`src/rtl/synth_result_collector.sv`:
```
// ---------------------------------------------------------------------------
// synth_result_collector
//
// Purpose:
//   Groups a stream of result samples into frames of frame_len samples and,
//   for each completed frame, produces a summary made of the unsigned sum,
//   the XOR and the unsigned maximum of the samples, plus the sample count.
//   Summaries are queued in a two-entry FIFO with a valid/ready handshake.
//   A summary that arrives while the FIFO is full and not being drained is
//   discarded and recorded in a saturating drop counter and a sticky flag.
//
// Ports:
//   clk        in   single clock, rising edge
//   rst_n      in   synchronous active-low reset
//   res_valid  in   res_data carries a sample this cycle
//   res_data   in   DATA_W-bit sample
//   frame_len  in   samples per frame (0 means 2^LEN_W), taken at frame start
//   abort      in   discard the partially accumulated frame
//   out_valid  out  a summary is presented
//   out_ready  in   consumer accepts the presented summary
//   out_sum    out  DATA_W+LEN_W-bit sum of the frame samples
//   out_xor    out  XOR of the frame samples
//   out_max    out  unsigned maximum of the frame samples
//   out_cnt    out  number of samples in the frame (LEN_W+1 bits)
//   busy       out  a frame is partially accumulated
//   drop_cnt   out  saturating count of discarded summaries
//   drop_err   out  sticky, set on the first discarded summary
// ---------------------------------------------------------------------------
module synth_result_collector #(
   parameter int DATA_W = 32,
   parameter int LEN_W  = 8
) (
   input  logic                    clk,
   input  logic                    rst_n,
   input  logic                    res_valid,
   input  logic [DATA_W-1:0]       res_data,
   input  logic [LEN_W-1:0]        frame_len,
   input  logic                    abort,
   output logic                    out_valid,
   input  logic                    out_ready,
   output logic [DATA_W+LEN_W-1:0] out_sum,
   output logic [DATA_W-1:0]       out_xor,
   output logic [DATA_W-1:0]       out_max,
   output logic [LEN_W:0]          out_cnt,
   output logic                    busy,
   output logic [7:0]              drop_cnt,
   output logic                    drop_err
);

   localparam int SUM_W = DATA_W + LEN_W;
   localparam int CNT_W = LEN_W + 1;

   typedef enum logic [0:0] {
      IDLE  = 1'b0,
      ACCUM = 1'b1
   } state_t;

   typedef struct packed {
      logic [SUM_W-1:0]  sum;
      logic [DATA_W-1:0] xr;
      logic [DATA_W-1:0] mx;
      logic [CNT_W-1:0]  cnt;
   } summary_t;

   // A length field of zero stands for a full 2^LEN_W-sample frame.
   function automatic logic [CNT_W-1:0] eff_len(input logic [LEN_W-1:0] l);
      if (l == '0) begin
         eff_len = {1'b1, {LEN_W{1'b0}}};
      end else begin
         eff_len = {1'b0, l};
      end
   endfunction

   // ------------------------------------------------------------------------
   // Frame accumulator state
   // ------------------------------------------------------------------------
   state_t             state_q, state_d;
   logic [LEN_W-1:0]   len_q, len_d;
   logic [SUM_W-1:0]   sum_q, sum_d;
   logic [DATA_W-1:0]  xor_q, xor_d;
   logic [DATA_W-1:0]  max_q, max_d;
   logic [CNT_W-1:0]   cnt_q, cnt_d;

   // Values the frame would hold after taking this cycle's sample.
   logic [SUM_W-1:0]   samp_sum;
   logic [DATA_W-1:0]  samp_xor;
   logic [DATA_W-1:0]  samp_max;
   logic [CNT_W-1:0]   samp_cnt;
   logic [LEN_W-1:0]   samp_len;
   logic               samp_done;

   // Completed summary offered to the FIFO this cycle.
   logic               push;
   summary_t           push_ent;

   // ------------------------------------------------------------------------
   // Summary FIFO state
   // ------------------------------------------------------------------------
   summary_t           ent_q [2];
   summary_t           ent_d [2];
   logic               rd_ptr_q, rd_ptr_d;
   logic               wr_ptr_q, wr_ptr_d;
   logic [1:0]         count_q, count_d;
   logic [7:0]         drop_cnt_q, drop_cnt_d;
   logic               drop_err_q, drop_err_d;

   logic               fifo_full;
   logic               pop;
   logic               do_wr;
   logic               do_drop;
   summary_t           head;

   // ------------------------------------------------------------------------
   // Candidate update: in IDLE the sample opens a new frame with the length
   // presented now; in ACCUM it extends the frame using the latched length.
   // ------------------------------------------------------------------------
   always_comb begin
      samp_sum = {{LEN_W{1'b0}}, res_data};
      samp_xor = res_data;
      samp_max = res_data;
      samp_cnt = {{(CNT_W-1){1'b0}}, 1'b1};
      samp_len = frame_len;
      if (state_q == ACCUM) begin
         samp_sum = sum_q + {{LEN_W{1'b0}}, res_data};
         samp_xor = xor_q ^ res_data;
         samp_max = (res_data > max_q) ? res_data : max_q;
         samp_cnt = cnt_q + {{(CNT_W-1){1'b0}}, 1'b1};
         samp_len = len_q;
      end
      samp_done = (samp_cnt == eff_len(samp_len));
   end

   // ------------------------------------------------------------------------
   // Next-state / accumulator logic
   // ------------------------------------------------------------------------
   always_comb begin
      state_d  = state_q;
      len_d    = len_q;
      sum_d    = sum_q;
      xor_d    = xor_q;
      max_d    = max_q;
      cnt_d    = cnt_q;
      push     = 1'b0;
      push_ent = '{sum: samp_sum, xr: samp_xor, mx: samp_max, cnt: samp_cnt};

      if (abort) begin
         // Abort wins over any sample, including one that would complete.
         state_d = IDLE;
         sum_d   = '0;
         xor_d   = '0;
         max_d   = '0;
         cnt_d   = '0;
      end else if (res_valid) begin
         len_d = samp_len;
         if (samp_done) begin
            // Clearing here lets the very next sample open a fresh frame.
            push    = 1'b1;
            state_d = IDLE;
            sum_d   = '0;
            xor_d   = '0;
            max_d   = '0;
            cnt_d   = '0;
         end else begin
            state_d = ACCUM;
            sum_d   = samp_sum;
            xor_d   = samp_xor;
            max_d   = samp_max;
            cnt_d   = samp_cnt;
         end
      end
   end

   always_ff @(posedge clk) begin
      if (!rst_n) begin
         state_q <= IDLE;
         len_q   <= '0;
         sum_q   <= '0;
         xor_q   <= '0;
         max_q   <= '0;
         cnt_q   <= '0;
      end else begin
         state_q <= state_d;
         len_q   <= len_d;
         sum_q   <= sum_d;
         xor_q   <= xor_d;
         max_q   <= max_d;
         cnt_q   <= cnt_d;
      end
   end

   // ------------------------------------------------------------------------
   // Two-entry summary FIFO. When full, a simultaneous pop frees the head
   // slot, which is the slot the write pointer already addresses, so the
   // push lands there while the old head is being consumed.
   // ------------------------------------------------------------------------
   assign head      = ent_q[rd_ptr_q];
   assign fifo_full = (count_q == 2'd2);
   assign pop       = (count_q != 2'd0) && out_ready;
   assign do_wr     = push && (!fifo_full || pop);
   assign do_drop   = push && fifo_full && !pop;

   always_comb begin
      ent_d[0]   = ent_q[0];
      ent_d[1]   = ent_q[1];
      rd_ptr_d   = rd_ptr_q;
      wr_ptr_d   = wr_ptr_q;
      count_d    = count_q;
      drop_cnt_d = drop_cnt_q;
      drop_err_d = drop_err_q;

      if (do_wr) begin
         ent_d[wr_ptr_q] = push_ent;
         wr_ptr_d        = ~wr_ptr_q;
      end
      if (pop) begin
         rd_ptr_d = ~rd_ptr_q;
      end
      case ({do_wr, pop})
         2'b10:   count_d = count_q + 2'd1;
         2'b01:   count_d = count_q - 2'd1;
         default: count_d = count_q;
      endcase

      if (do_drop) begin
         drop_err_d = 1'b1;
         if (drop_cnt_q != 8'hFF) begin
            drop_cnt_d = drop_cnt_q + 8'd1;
         end
      end
   end

   always_ff @(posedge clk) begin
      if (!rst_n) begin
         ent_q[0]   <= '0;
         ent_q[1]   <= '0;
         rd_ptr_q   <= 1'b0;
         wr_ptr_q   <= 1'b0;
         count_q    <= 2'd0;
         drop_cnt_q <= 8'd0;
         drop_err_q <= 1'b0;
      end else begin
         ent_q[0]   <= ent_d[0];
         ent_q[1]   <= ent_d[1];
         rd_ptr_q   <= rd_ptr_d;
         wr_ptr_q   <= wr_ptr_d;
         count_q    <= count_d;
         drop_cnt_q <= drop_cnt_d;
         drop_err_q <= drop_err_d;
      end
   end

   // ------------------------------------------------------------------------
   // Outputs. Stale slot contents are masked so the summary bus reads zero
   // whenever nothing is presented.
   // ------------------------------------------------------------------------
   assign out_valid = (count_q != 2'd0);
   assign out_sum   = out_valid ? head.sum : '0;
   assign out_xor   = out_valid ? head.xr  : '0;
   assign out_max   = out_valid ? head.mx  : '0;
   assign out_cnt   = out_valid ? head.cnt : '0;
   assign busy      = (state_q == ACCUM);
   assign drop_cnt  = drop_cnt_q;
   assign drop_err  = drop_err_q;

endmodule
```
`config.mk`:
```
export PLATFORM = sky130hd
export DESIGN_NAME = synth_result_collector
export DESIGN_NICKNAME = d
export VERILOG_FILES = /design/src/rtl/synth_result_collector.sv
export SDC_FILE = /design/constraint.sdc
export NUM_CORES = 1
export LEC_CHECK = 0
export CORE_AREA = 2 2 195 197
export DETAILED_ROUTE_END_ITERATION = 6
export DIE_AREA = 0 0 197 199
export MAX_ROUTING_LAYER = met4
export PLACE_DENSITY = 0.78
export SYNTH_ARGS = -nofsm -noshare
export SYNTH_HDL_FRONTEND = slang
export SYNTH_SLANG_ARGS = --single-unit
```
`constraint.sdc`:
```
create_clock -name clk -period 7.7 [get_ports clk]
set_input_delay 1.155 -clock clk [delete_from_list [all_inputs] [get_ports clk]]
set_output_delay 1.155 -clock clk [all_outputs]
set_load 0.05 [all_outputs]
```
**Metal layers overlaid**

Drawn at 2 px/um.
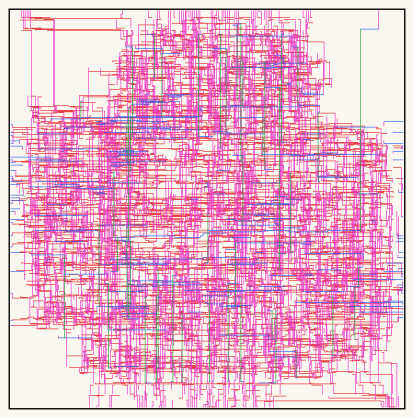
legend:
  met1:
    colour: red
    wire_length: 22.3 mm
  met2:
    colour: magenta
    wire_length: 25.0 mm
  met4:
    colour: green
    wire_length: 1,760 um
  met3:
    colour: blue
    wire_length: 2,800 um
vias: 16.4k
wire per inst: 18.5 um
All-Layer GR Usage: 26.8%

**Metal 4**

Drawn at 3 px/um. Supply wires on this layer in grey. Cells faint in the background.
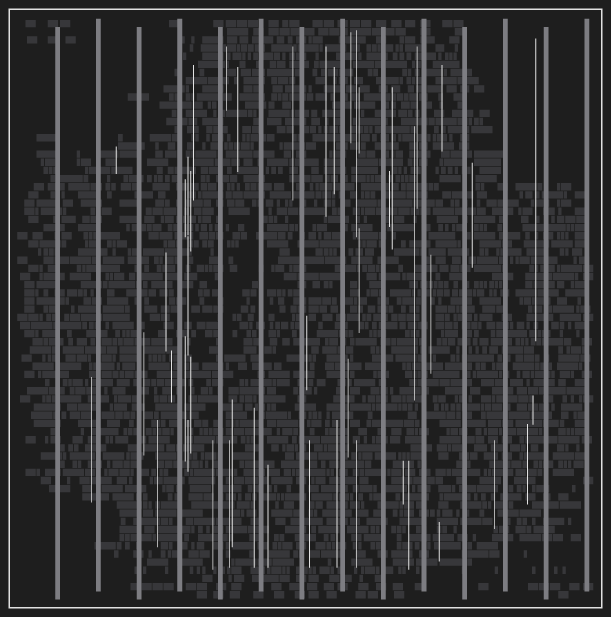
wire length on this layer: 1,760 um
main direction: vertical
nets with wire on the layer: 35
longest straight run: 101 um
final wirelength: 51.9 mm

## report_power, final
group,total (mW),leakage [nW],internal [mW],switching [mW]
Clock,1.88,0.640,1.10,0.777
Combinational,0.377,3.76,0.139,0.238
Sequential,1.91,2.93,1.89,0.0194
Total,4.17,7.32,3.13,1.03
## worst max-delay path by stage
stage	startpoint	endpoint	slack, ns	cells past startpoint
4_1_cts	busy$_SDFFE_PP0P_	ent_q[0][56]$_SDFFE_PN0P_	2.60	10
3_5_place_dp	frame_len[1]	ent_q[0][56]$_SDFFE_PN0P_	2.42	11
6_report	busy$_SDFFE_PP0P_	ent_q[0][67]$_SDFFE_PN0P_	2.49	10
3_3_place_gp	res_data[0]	sum_q[34]$_SDFFE_PP0P_	2.53	12
5_1_grt	busy$_SDFFE_PP0P_	ent_q[0][56]$_SDFFE_PN0P_	2.23	10
2_1_floorplan	res_data[0]	sum_q[34]$_SDFFE_PP0P_	3.80	11
## synth_stat cells (8+ instances only)
master     count  share of area [%]
nand3_1       62                1.7
a2bb2oi_1     12               0.57
a21oi_1      134                3.6
nand3b_1       9               0.37
a21o_1        20               0.82
nor3_1        13               0.35
clkbuf_1     118                2.4
a22oi_1       41                1.7
buf_2         16               0.44
inv_1         47               0.96
nand4_1       22               0.75
nor2_1       316                6.5
xor2_1        51                2.4
nand2_1      242                4.9
buf_1         18               0.37
o21ai_0      183                5.0
o21ai_1       38                1.0
nand2b_1      12               0.41
or3_1          8               0.27
dfxtp_1      362                 39
a211oi_1      64                2.6
and3_1         9               0.31
nor2b_1       11               0.37
ha_1          67                4.6
mux2i_1      206                 11
buf_4          8               0.33
xnor2_1       30                1.4
## per-layer routing
metal,up-vias,track usage (%),wire length [um]
li1,7927,-,-
met1,7853,32.4,22300
met2,516,45.9,25000
met3,103,2.92,2800
met4,0,10.6,1760
met5,-,-,0
==> Changelog: implementation <==
## Flow update

- Clock Root Buffer: clkbuf_16
- Die Area: 0.0392 mm2
- Antenna violations before repair: 1
- Yosys chip area: 0.0184 mm2
- Fillers: 3,309
- Most flops, register: ent_q
- Worst EP arrival: 5.64 ns
- Reg area: 0.00725 mm2
- Xor/xnor share: 4.23%
- Hold path cells: 2
- Gpl congestion: 0.920
- Max-slew headroom: 21.4%
- Final setup fails: 0
- Max clock buf depth: 3
- Number of global-route vias before repair: 16.2k
- Tcrit/Tclk final: 67.7%
- Cell row count: 71
- IO Count: 169
- Mux area share: 11.5%
- EDFF count, synth: 0
- Htree depth: 2
- Cells after DPL: 2,725
- Overall power: 4.17 mW
- CP top delay family: simple AND/OR/NAND/NOR gates
- Gate Area: 0.0104 mm2
- Clock buffer count: 60
- Routed Antenna Nets: 0
- Aoi share: 18.3%
- Late-Pin Clk Latency: 0.55 ns
- Post-Syn Area: 0.0184 mm2
- CTS Buf Count: 39
- Largest cell class: logic gates
- Tool Warnings: 26
- Worst Setup Path Type: flip-flop to flip-flop
- Worst Skew: 0.0155 ns
- Cell depth of the worst flop-to-flop path: 10
- Post-DP Area: 0.0202 mm2
- Initial drt markers: 1,129
- Max Freq: 192 MHz
- Crit path cell chain: inv_1 > buf_4 > or3_1 > a21oi_1 > nand4_4 > or3_1 > nor2_4 > buf_4 > nor2_1 > a211oi_1
- Worst flop-to-flop path startpoint: busy$_SDFFE_PP0P_
- Largest regs: ent_q: 226 flops, sum_q: 40 flops
- Ys flops: 362
- DRC viols: 0
- Least-Margin Pin Slew: 1.18 ns
- Hold path start: ent_q[1][62]$_SDFFE_PN0P_
- Antenna diode count: 1
- Fin. Hold Viols: 0
- Commonest non-fill, non-tap cells in the layout: dfxtp_1, nor2_1, nand2_1
- R2R setup slack: 2.49 ns
- Max Slew Vio Count: 0
- Reg clk slew, reported paths: 0.06 ns
- Simple share: 17.4%
- Critical path peak fanout: 86
- RSZ-0062 raised after global routing: false
- Adder-cell share of the synthesized area: 4.67%
- Seq area share: 33.7%
- Ys async rst share: 0%
- Commonest Layout Cell: dfxtp_1
- WHS: 0.448 ns
- Overflow after GRT: 0
- FF+latch count: 362
- Max reg flops: 226
- Worst hold path type: flip-flop to flip-flop
- VDD IR-drop max: 0.134 mV
- Sequential cell area fraction in the yosys report: 39.4%
- Inverters, non-clock: 48
- CTS sink cnt: 362
- # nets final: 2,405
- Synth warn: 0
- TritonCTS clock tree: built
- Fraction of layout instances using a drive strength above 1: 4.69%
- First-pass GRT wire length: 82.3 mm
- Post-synth cell types: 70
- Pre-antenna DRT Iters: 5
- # Taps: 474
- Number of signal-net buffers in the layout: 185
- Horiz. Die Dim: 197 um
- Post-synthesis average cell area: 8.26 um2
- Combinational share of cell area: 48.2%
- Core Footprint: 0.0371 mm2
- Hold_buf cts: 0
- Final WS setup: 2.49 ns
- Synthesis-to-finish area growth: 17.0%
- Finished Core Util: 57.9%
- Chip Height: 199 um
- Post-Synthesis Cells: 2,226
- Crit path required time: 8.13 ns
- Setup TNS Final: 0 ns
- Slowest-stage cell, CP: dfxtp_4
- Critical path buffers and inverters: 3
- Worst Setup Start Kind: flip-flop
- Hold EP: ent_q[1][62]$_SDFFE_PN0P_
- Top logic family: AND-OR/OR-AND gates
- Synth Flop Type: dfxtp_1
- Post-place setup slack: 2.42 ns
- Post-route non-filler standard cell count: 2,798
- Worst r2r dst: ent_q[0][67]$_SDFFE_PN0P_
- NonClk Buf Share: 8.45%
- Syn Nets: 2,339
- Largest net degree at the start of global routing: 96
- Pleak: 7.32 nW
- Detailed placement HPWL: 33.8 mm
- Design Area, Final: 0.0215 mm2
- Port Buffers: 168
- CP Capture Type: flip-flop
- Post-CTS Setup Repair Bufs: 0
- Post-CTS resize count: 0
- Via/cell ratio: 5.86
- Crit-path max cell delay: 0.84 ns
- Total of max-cap violations: 0
- Cell count in the Yosys report: 2,226
- Clk tree area frac: 6.01%
- Pwr dens: 194 mW/mm2
- Minimum clock period: 5.21 ns
- Fp_density: 49.5%
- Status: completed
- Comb_multi_in: 1,656
Power and IR drop assume default switching activity.
